Figure 1. Met1 routing.
The bar under the picture is 20 um long.
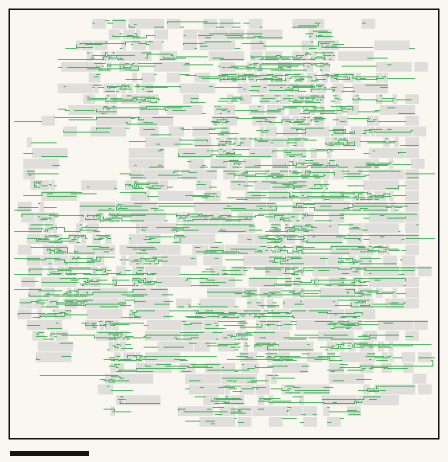
Figure 2. Signal wires on met2.
The bar under the picture is 20 um long.
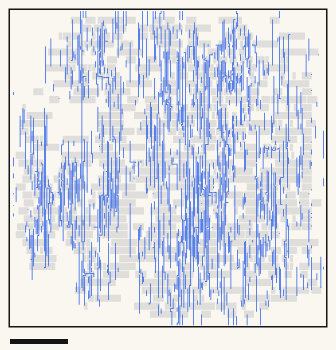
### config.mk
export PLATFORM = sky130hd
export DESIGN_NAME = tile_blit_ctrl_flat
export DESIGN_NICKNAME = d
export VERILOG_FILES = /design/src/rtl/tile_blit_ctrl_if.sv /design/src/rtl/tile_blit_ctrl.sv /design/src/flat_wrapper.sv
export SDC_FILE = /design/constraint.sdc
export NUM_CORES = 1
export LEC_CHECK = 0
export CORE_MARGIN = 1.5
export CORE_UTILIZATION = 49
export DETAILED_ROUTE_END_ITERATION = 12
export GPL_ROUTABILITY_DRIVEN = 0
export PLACE_DENSITY = 0.74
export REMOVE_ABC_BUFFERS = 1
export SYNTH_ARGS = -nofsm -noshare
export SYNTH_HDL_FRONTEND = slang
export SYNTH_SLANG_ARGS = --single-unit
### constraint.sdc
create_clock -name clock -period 7.8 [get_ports clock]
set_input_delay 2.34 -clock clock [delete_from_list [all_inputs] [get_ports clock]]
set_output_delay 2.34 -clock clock [all_outputs]
set_load 0.01 [all_outputs]
### src/rtl/tile_blit_ctrl_if.sv
`timescale 1ns/1ps
// tile_blit_ctrl_if: renderer handshake, sprite ROM port and framebuffer write port
interface tile_blit_ctrl_if #(
    parameter int ROM_AW = 9,
    parameter int FB_AW  = 17
);
    logic              start;
    logic [8:0]        tile_x;
    logic [7:0]        tile_y;
    logic              busy;
    logic              done;
    logic [ROM_AW-1:0] rom_addr;
    logic [7:0]        rom_q;
    logic              fb_we;
    logic [FB_AW-1:0]  fb_addr;
    logic [7:0]        fb_data;
    logic              fb_ready;
    logic [8:0]        wr_count;

    modport master (
        output start, tile_x, tile_y, rom_q, fb_ready,
        input  busy, done, rom_addr, fb_we, fb_addr, fb_data, wr_count
    );

    modport slave (
        input  start, tile_x, tile_y, rom_q, fb_ready,
        output busy, done, rom_addr, fb_we, fb_addr, fb_data, wr_count
    );
endinterface

### src/rtl/tile_blit_ctrl.sv
`timescale 1ns/1ps
// tile_blit_ctrl: copies a sprite tile from ROM into the framebuffer with colour-key and clipping
module tile_blit_ctrl #(
    parameter int TILE_W    = 20,
    parameter int TILE_H    = 20,
    parameter int ROM_AW    = 9,
    parameter int FB_W      = 320,
    parameter int FB_H      = 240,
    parameter int FB_AW     = 17,
    parameter int KEY_COLOR = 255,
    parameter int KEY_EN    = 1
) (
    input logic             clock,
    input logic             resetn,
    tile_blit_ctrl_if.slave bus
);
    localparam int CW = $clog2(TILE_W);
    localparam int RW = $clog2(TILE_H);
    localparam logic [ROM_AW-1:0] LAST = ROM_AW'(TILE_W * TILE_H - 1);

    typedef enum logic [1:0] {S_IDLE, S_FETCH, S_DRAIN, S_DONE} state_t;

    state_t            r_state, w_next;
    logic [8:0]        r_tx;
    logic [7:0]        r_ty;
    logic [CW-1:0]     r_col, r_c1, r_cs;
    logic [RW-1:0]     r_row, r_r1, r_rs;
    logic [ROM_AW-1:0] r_rom_addr;
    logic              r_v1, r_sv;
    logic [7:0]        r_sd;
    logic              r_fb_we;
    logic [FB_AW-1:0]  r_fb_addr;
    logic [7:0]        r_fb_data;
    logic [8:0]        r_wr_count;

    logic              w_start_ok, w_stall, w_issue, w_last, w_acc, w_empty, w_wrap;
    logic              w_src_v, w_keep;
    logic [7:0]        w_src_d;
    logic [CW-1:0]     w_src_c;
    logic [RW-1:0]     w_src_r;
    logic [9:0]        w_px;
    logic [8:0]        w_py;
    logic [FB_AW-1:0]  w_fb_addr;

    assign w_start_ok = (r_state == S_IDLE) && bus.start;
    assign w_stall    = r_fb_we && !bus.fb_ready;
    assign w_acc      = r_fb_we && bus.fb_ready;
    assign w_issue    = (r_state == S_FETCH) && !w_stall;
    assign w_last     = w_issue && (r_rom_addr == LAST);
    assign w_wrap     = r_col == CW'(TILE_W - 1);
    assign w_empty    = !r_v1 && !r_sv && (!r_fb_we || bus.fb_ready);

    // A parked skid word always goes out before the word currently returning from ROM
    assign w_src_v   = r_sv || r_v1;
    assign w_src_d   = r_sv ? r_sd : bus.rom_q;
    assign w_src_c   = r_sv ? r_cs : r_c1;
    assign w_src_r   = r_sv ? r_rs : r_r1;
    assign w_px      = {1'b0, r_tx} + 10'(w_src_c);
    assign w_py      = {1'b0, r_ty} + 9'(w_src_r);
    assign w_keep    = !(KEY_EN != 0 && w_src_d == 8'(KEY_COLOR)) && (w_px < 10'(FB_W)) && (w_py < 9'(FB_H));
    assign w_fb_addr = FB_AW'(w_py) * FB_AW'(FB_W) + FB_AW'(w_px);

    assign bus.busy     = r_state != S_IDLE;
    assign bus.done     = r_state == S_DONE;
    assign bus.rom_addr = r_rom_addr;
    assign bus.fb_we    = r_fb_we;
    assign bus.fb_addr  = r_fb_addr;
    assign bus.fb_data  = r_fb_data;
    assign bus.wr_count = r_wr_count;

    // State register
    always_ff @(posedge clock or negedge resetn) begin
        if (!resetn) r_state <= S_IDLE;
        else         r_state <= w_next;
    end

    // Next-state: start only honoured in IDLE, DONE always lasts one cycle
    always_comb begin
        w_next = r_state;
        case (r_state)
            S_IDLE:  w_next = bus.start ? S_FETCH : S_IDLE;
            S_FETCH: w_next = w_last ? S_DRAIN : S_FETCH;
            S_DRAIN: w_next = w_empty ? S_DONE : S_DRAIN;
            default: w_next = S_IDLE;
        endcase
    end

    // Tile origin latch and linear ROM address / row / col sequencer
    always_ff @(posedge clock or negedge resetn) begin
        if (!resetn) begin
            r_tx       <= '0;
            r_ty       <= '0;
            r_col      <= '0;
            r_row      <= '0;
            r_rom_addr <= '0;
        end else if (w_start_ok) begin
            r_tx       <= bus.tile_x;
            r_ty       <= bus.tile_y;
            r_col      <= '0;
            r_row      <= '0;
            r_rom_addr <= '0;
        end else if (w_issue) begin
            r_rom_addr <= w_last ? '0 : r_rom_addr + 1'b1;
            r_col      <= w_wrap ? '0 : r_col + 1'b1;
            r_row      <= w_last ? '0 : (w_wrap ? r_row + 1'b1 : r_row);
        end
    end

    // ROM-return tracking, one-entry skid on the first stall cycle, registered write port
    always_ff @(posedge clock or negedge resetn) begin
        if (!resetn) begin
            r_v1      <= 1'b0;
            r_c1      <= '0;
            r_r1      <= '0;
            r_sv      <= 1'b0;
            r_sd      <= '0;
            r_cs      <= '0;
            r_rs      <= '0;
            r_fb_we   <= 1'b0;
            r_fb_addr <= '0;
            r_fb_data <= '0;
        end else begin
            r_v1 <= w_issue;
            r_c1 <= r_col;
            r_r1 <= r_row;
            if (w_stall) begin
                if (r_v1) begin
                    r_sv <= 1'b1;
                    r_sd <= bus.rom_q;
                    r_cs <= r_c1;
                    r_rs <= r_r1;
                end
            end else begin
                r_sv    <= 1'b0;
                r_fb_we <= w_src_v && w_keep;
                if (w_src_v) begin
                    r_fb_addr <= w_fb_addr;
                    r_fb_data <= w_src_d;
                end
            end
        end
    end

    // Accepted-write counter, cleared when a new blit starts
    always_ff @(posedge clock or negedge resetn) begin
        if (!resetn)         r_wr_count <= '0;
        else if (w_start_ok) r_wr_count <= '0;
        else if (w_acc)      r_wr_count <= r_wr_count + 1'b1;
    end
endmodule

### src/flat_wrapper.sv
// flat-port wrapper written by rule: the top's interface ports become plain ports
module tile_blit_ctrl_flat 
#(
    parameter int TILE_W    = 20,
    parameter int TILE_H    = 20,
    parameter int ROM_AW    = 9,
    parameter int FB_W      = 320,
    parameter int FB_H      = 240,
    parameter int FB_AW     = 17,
    parameter int KEY_COLOR = 255,
    parameter int KEY_EN    = 1
)
  (clock, resetn, bus_start, bus_tile_x, bus_tile_y, bus_rom_q, bus_fb_ready, bus_busy, bus_done, bus_rom_addr, bus_fb_we, bus_fb_addr, bus_fb_data, bus_wr_count);
  tile_blit_ctrl_if #(.ROM_AW(ROM_AW), .FB_AW(FB_AW)) bus_i ();
  input logic clock;
  input logic resetn;
  input wire logic [$bits(bus_i.start)-1:0] bus_start;
  input wire logic [$bits(bus_i.tile_x)-1:0] bus_tile_x;
  input wire logic [$bits(bus_i.tile_y)-1:0] bus_tile_y;
  input wire logic [$bits(bus_i.rom_q)-1:0] bus_rom_q;
  input wire logic [$bits(bus_i.fb_ready)-1:0] bus_fb_ready;
  output wire logic [$bits(bus_i.busy)-1:0] bus_busy;
  output wire logic [$bits(bus_i.done)-1:0] bus_done;
  output wire logic [$bits(bus_i.rom_addr)-1:0] bus_rom_addr;
  output wire logic [$bits(bus_i.fb_we)-1:0] bus_fb_we;
  output wire logic [$bits(bus_i.fb_addr)-1:0] bus_fb_addr;
  output wire logic [$bits(bus_i.fb_data)-1:0] bus_fb_data;
  output wire logic [$bits(bus_i.wr_count)-1:0] bus_wr_count;
  assign bus_i.start = bus_start;
  assign bus_i.tile_x = bus_tile_x;
  assign bus_i.tile_y = bus_tile_y;
  assign bus_i.rom_q = bus_rom_q;
  assign bus_i.fb_ready = bus_fb_ready;
  assign bus_busy = bus_i.busy;
  assign bus_done = bus_i.done;
  assign bus_rom_addr = bus_i.rom_addr;
  assign bus_fb_we = bus_i.fb_we;
  assign bus_fb_addr = bus_i.fb_addr;
  assign bus_fb_data = bus_i.fb_data;
  assign bus_wr_count = bus_i.wr_count;
  tile_blit_ctrl #(.TILE_W(TILE_W), .TILE_H(TILE_H), .ROM_AW(ROM_AW), .FB_W(FB_W), .FB_H(FB_H), .FB_AW(FB_AW), .KEY_COLOR(KEY_COLOR), .KEY_EN(KEY_EN)) u_core (.clock(clock), .resetn(resetn), .bus(bus_i));
endmodule
==> Slide: Implementation Results <==
Synthesis and Place & Route Summary

Route
  • Antenna viol nets, final: 0
  • Initial DRT Pass Iterations: 4
  • Top Metal Used: met4

Layout
  • Flip-flops: around 100
  • Nets: 654
  • Max-area cell class: logic gates
  • Area grow syn2layout: 20.1%
  • Non-CTS buffers: between 70 and 80
  • Filler instances: 962
  • Final instance area: around 0.0065 mm2
  • Dominant logic cell type in the layout: dfrtp_1
  • Ant diodes: 0
  • Flip-flop and latch area: about 0.0026 mm2
  • Gate Area: 0.00272 mm2
  • #MultiIn Comb: roughly 380

Timing
  • RSZ-0062 raised after global routing: false
  • Setup WS post-layout: roughly 2900 ps
  • Clk_skew: 16.3 ps

Die
  • Initial Util: 0.500
  • Die H: between 100 and 150 um
  • Chip area: between 0.01 and 0.015 mm2
  • Row cnt: 38

Logic synthesis
  • Cell Area, Synth: approximately 0.0054 mm2
  • Prevailing post-synth register cell: dfrtp_1
  • Ys cells: around 520
  • Synth Warn #: 0

Status
  • Outcome: finished clean

Critical path
  • Reg2reg start: u_core.r_sv$_DFFE_PN0P_
  • CP Cell Sequence: mux2_2 > ha_1 > fa_1 > a21o_1 > a21oi_1 > xnor2_1 > xnor2_1 > inv_1 > ha_1 > a211oi_1 > nor2_1 > nor2_1 > nor4b_1 > nand3_1 > xnor2_1 > o21ai_0

Placement
  • Placed Cells: approximately 720

Power
  • Clock share of power: 0.125
  • Power Internal: ~1.6 mW
  • Comb power: 1.52 mW
  • Psw: about 1.1 mW
  • Lkg Pwr: 2.93 nW

Clocking
  • CTS tree: yes
  • Clk buf depth: 2
  • Post-CTS Setup Repair Bufs: 0
  • Hold buffer count at CTS: 0

Global route
  • Initial antenna violation count: 0
  • Wire length of the first global-routing pass: ~18 mm
  • Gr busiest metal: met2

Run
  • Tally of OpenROAD warnings: 25
-- Figure 1 (at the start) --
The layer carries 4980 um of wire. The longest straight run is 35.4 um. The layer holds 45% of the routed length. The wires run mostly horizontal. 591 nets have wire on it.

-- Figure 2 (at the start) --
The wires run mostly vertical. The layer carries 5510 um of wire. The longest straight run is 54.4 um.
DR vias: 3953
final WL: 11.1 mm
M2 GR Usage: 0.355

==> synth_stat cells, types with 2 or more instances <==
master      n
a41oi_1     2
o21bai_1    3
nand2b_1    3
buf_2       3
o21ai_0    37
nand2_1    59
a21oi_1    17
and4_1      2
o31ai_1     4
fa_1        4
xnor2_1    19
inv_1      22
mux2_2     44
a31o_2      3
a21o_1      9
nor2_2      2
mux2i_1     8
and2_1      2
a22o_1      2
xor2_1     24
nand3_1    18
nor2b_1     6
nor4b_1     2
dfrtp_1   103
nor3_1      5
a211oi_1    3
ha_1       28
o21a_1      4
clkbuf_1    9
nor2_1     43
and3_1      2
nand4_1    10
==> worst max-delay path by stage <==
stage | start | to | depth (start not counted)
global route | u_core.r_sv$_DFFE_PN0P_ | u_core.bus.fb_addr[16]$_DFFE_PN0P_ | 16
floorplan | u_core.r_sv$_DFFE_PN0P_ | u_core.bus.fb_addr[15]$_DFFE_PN0P_ | 16
finish | u_core.r_sv$_DFFE_PN0P_ | u_core.bus.fb_addr[15]$_DFFE_PN0P_ | 16
CTS | u_core.r_sv$_DFFE_PN0P_ | u_core.bus.fb_addr[15]$_DFFE_PN0P_ | 16
global placement | bus_fb_ready | u_core.r_row[4]$_DFFE_PN0P_ | 9
detailed placement | u_core.r_sv$_DFFE_PN0P_ | u_core.bus.fb_addr[15]$_DFFE_PN0P_ | 16
==> logic make-up after synthesis <==
| logic type | count (synthesis) | synth area share |
|---|---|---|
| buffers and inverters | 35 | 0.0249 |
| AND-OR/OR-AND | 92 | 0.105 |
| XOR/XNOR | 44 | 0.0736 |
| AND/OR/NAND/NOR | 160 | 0.136 |
| multiplexers | 52 | 0.106 |
| adder cells (fa/ha/maj) | 32 | 0.0793 |
| flip-flops | 103 | 0.475 |
Power is estimated from default activity; no workload was simulated.
